==> config.mk <==
export PLATFORM = sky130hd
export DESIGN_NAME = pooled_pixel_streamer
export DESIGN_NICKNAME = d
export VERILOG_FILES = /design/src/rtl/pooled_pixel_streamer.sv
export SDC_FILE = /design/constraint.sdc
export NUM_CORES = 2
export LEC_CHECK = 0
export CORE_AREA = 2 2 623 625
export DETAILED_ROUTE_END_ITERATION = 6
export DIE_AREA = 0 0 625 627
export PLACE_DENSITY = 0.34
export SYNTH_ARGS = -nofsm -noshare
export SYNTH_HDL_FRONTEND = slang
export SYNTH_SLANG_ARGS = --single-unit
==> constraint.sdc <==
create_clock -name clk -period 4.6 [get_ports clk]
set_input_delay 0.92 -clock clk [delete_from_list [all_inputs] [get_ports clk]]
set_output_delay 0.92 -clock clk [all_outputs]
set_load 0.1 [all_outputs]
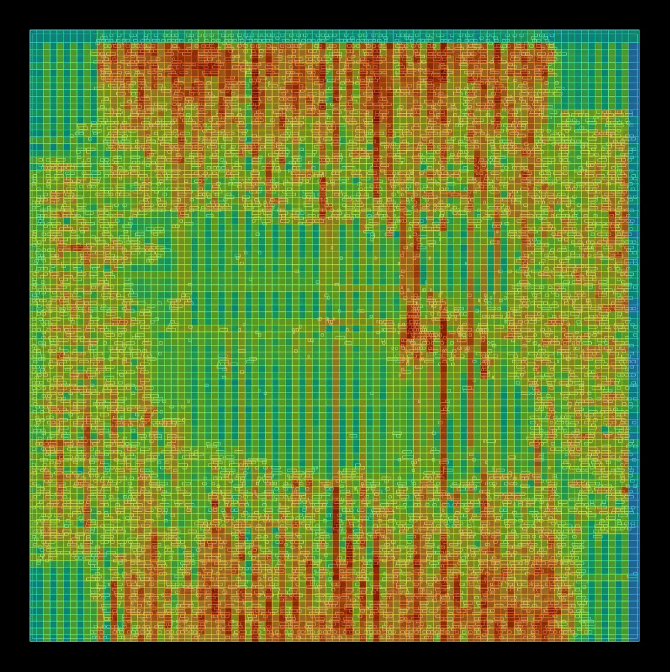
(images/congestion.png)
share of the core filled with cells: 26.4%
met2 GRT Util: 34.8%

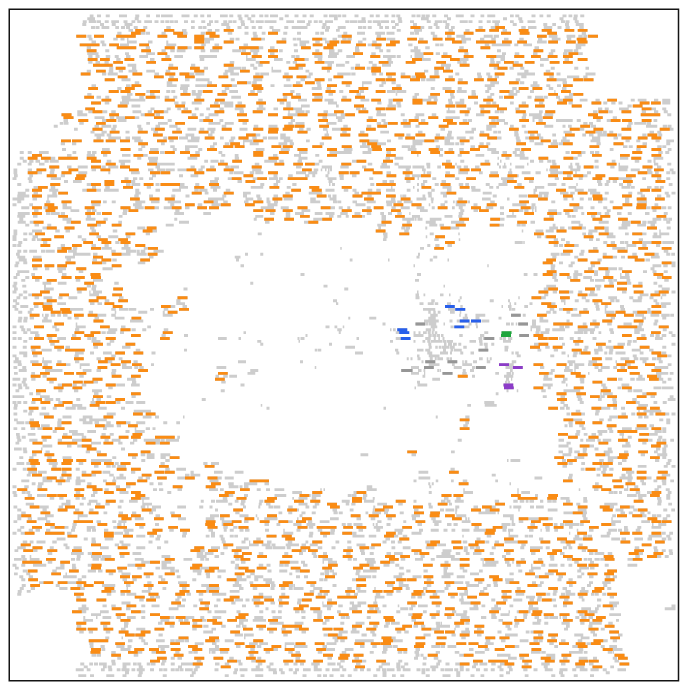
(images/flops_by_reg.png)
Other sequential cells in the stronger gray, the rest of the logic in the fainter gray.
color	name in the netlist	placed flops
purple	`settle_cnt`	4
green	`state`	2
blue	`pixel_out`	8
orange	`snapshot`	1568
sequential standard cell area: 39900 µm²
fraction of standard cell area that is sequential: 39.3%
power attributed to sequential cells: 26.3 mW

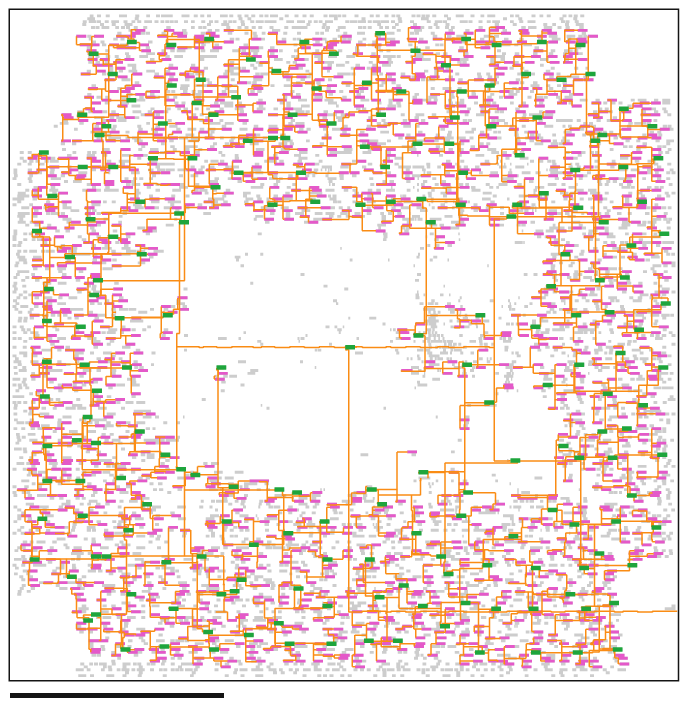
(images/clk_routes.png)
The bar under the picture is 200 µm long.
[green] clock drivers | count: 210
[magenta] flip-flops | count: 1594
[orange] clock wires | length: 29.2 mm
routed clock nets	211
Worst-Skew Late Latency: 0.91 ns
power consumed by the clock network: 16.7 mW
worst-case clock skew: 0.0613 ns

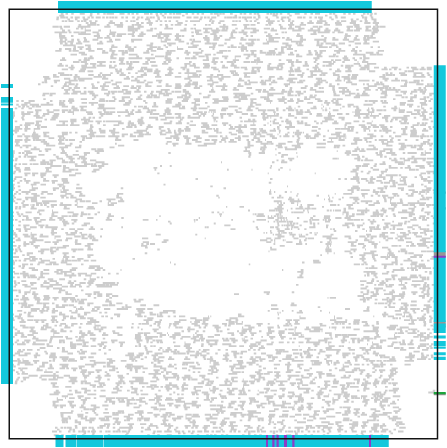
(images/io_placement.png)
Pins as bars across the die edge, other pins in gray.
color	port	pins	direction	edge
cyan	`input_pixels`	1568	input	495 north, 482 south, 305 west, 286 east
purple	`pixel_index`	8	output	7 south, 1 east
green	`reset`	1	input	east
all pins by edge	497 north, 490 south, 305 west, 300 east
count of buffers from port buffering: 1591
width of the die: 625 µm
vertical extent of the die: 627 µm

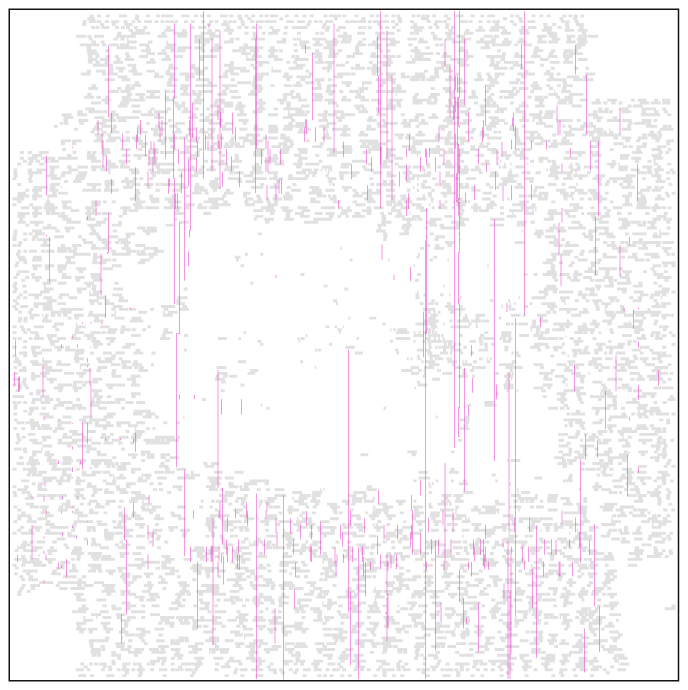
(images/layer_met4.png)
share of all routed wire	3.2%
main direction	vertical
nets with wire on the layer	324
overall via count from detail_route: 48000
overall routed net length: 379000 µm

==> results_dict.tcl <==
# metrics dict for downstream scripts
set metrics [dict create \
    clkPwrFrac_pct 22.3 \
    hold-path-cell-count 1 \
    min_period_over_period_pct 89.5 \
    worst_voltage_drop_across_the_vdd_grid_v 0.000574 \
    crit_slowest_cell "a2111oi_0" \
    route.top_layer_used "met5" \
    element_type_at_the_critical_path_end "register" \
    clock_sink_count 1594 \
    chip_area_um2 392000 \
    worst-endpoint-required_ns 5.39 \
    powerDensity_nw_per_um2 737 \
    grtUsageMet3_pct 4.18 \
    synth_simple_gate_area_share_pct 1.41 \
    postSynthCellCount 4340 \
    clock_tree_from_tritoncts "built" \
    grt.met1_usage_pct 21.8 \
    post_synth_mux_area_share_pct 39.2 \
    total_grt_usage_pct 18.9 \
    cts.clk_slew.worst_paths_ns 0.06 \
    share_comb_of_total_power_pct 42.6 \
    cts-htree-levels 4 \
    cp_max_fo 13 \
    maxSlewViolCount 0 \
    rsz_0062_raised_after_global_routing "no" \
    firstDrtPassIters 5 \
    antenna_found_initial 379 \
    worst_ep_arrival_ns 4.91 \
    total_clock_buffers_created_by_cts 210 \
    max_stage_delay_ns 0.71 \
    drt-met1-wl_um 146000 \
    yosys-dominant-comb-family "multiplexers" \
    grt_overflow_total 0 \
    gp_congestion 0.803 \
    r2r.worst_path.cells 8 \
    p_comb_mw 31.8 \
    status "complete, no violations" \
    ff2ff_setup_slack_ns 0.48 \
    wl_per_cell_um 33.6 \
    max-slew-margin-rel_pct 23.2 \
    design.portCount 1592 \
    cts_repair_resizes 0 \
]
## area by class of cell
class / instances / area share, %
Clock buffer: 332 / 6.16
Tap cell: 5060 / 6.23
Inverter: 6 / 0.0222
Sequential cell: 1594 / 39.3
Timing Repair Buffer: 1760 / 17.6
Multi-Input combinational cell: 2428 / 29.9
Clock inverter: 41 / 0.569
Antenna cell: 76 / 0.187
## stage by stage
| step | instances | cell area, µm² | total power, mW | setup WS (ns) | hold slack, ns |
|---|---|---|---|---|---|
| 2_1_floorplan | 4340 | 71600 | 45.0 | 0.0394 | 0.451 |
| 3_3_place_gp | 10800 | 94500 | 59.3 | 0.264 | 0.469 |
| 6_report | 11300 | 102000 | 74.8 | 0.484 | 0.500 |
| 4_1_cts | 11200 | 101000 | 76.9 | 0.269 | 0.499 |
| 3_5_place_dp | 10800 | 94500 | 59.6 | 0.318 | 0.490 |
| 5_1_grt | 11300 | 101000 | 79.2 | 0.221 | 0.505 |
## worst max-delay path: cells and delay by family (launching register included)
kind / cells / cell delay (ns)
AND-OR/OR-AND: 2 / 1.04
XOR/XNOR: 1 / 0.69
buffers and inverters: 2 / 0.61
flip-flops: 1 / 0.58
multiplexers: 1 / 0.53
AND/OR/NAND/NOR: 2 / 0.52
## cell usage after synthesis, drive strengths merged, types with 6 or more instances
master,count
mux4,439
a32oi,9
mux2,1570
clkbuf,224
dfrtp,1594
o21ai,21
a2111oi,6
a31o,6
nor2,8
mux2i,49
nor3,18
nand2,127
a22o,6
a21oi,24
nand3,32
buf,88
inv,6
a222oi,20
nand4,7
## cells by family (layout without fill, tap and decap cells)
logic type	Yosys count	in the layout
buffers and inverters	318	2139
DFF	1594	1594
other	0	76
AOI/OAI and AO/OA	137	137
muxes	2058	2058
and+or+nand+nor	223	223
adders and majority gates	4	4
xor gates and xnor gates	6	6
Power is estimated from default activity; no workload was simulated.
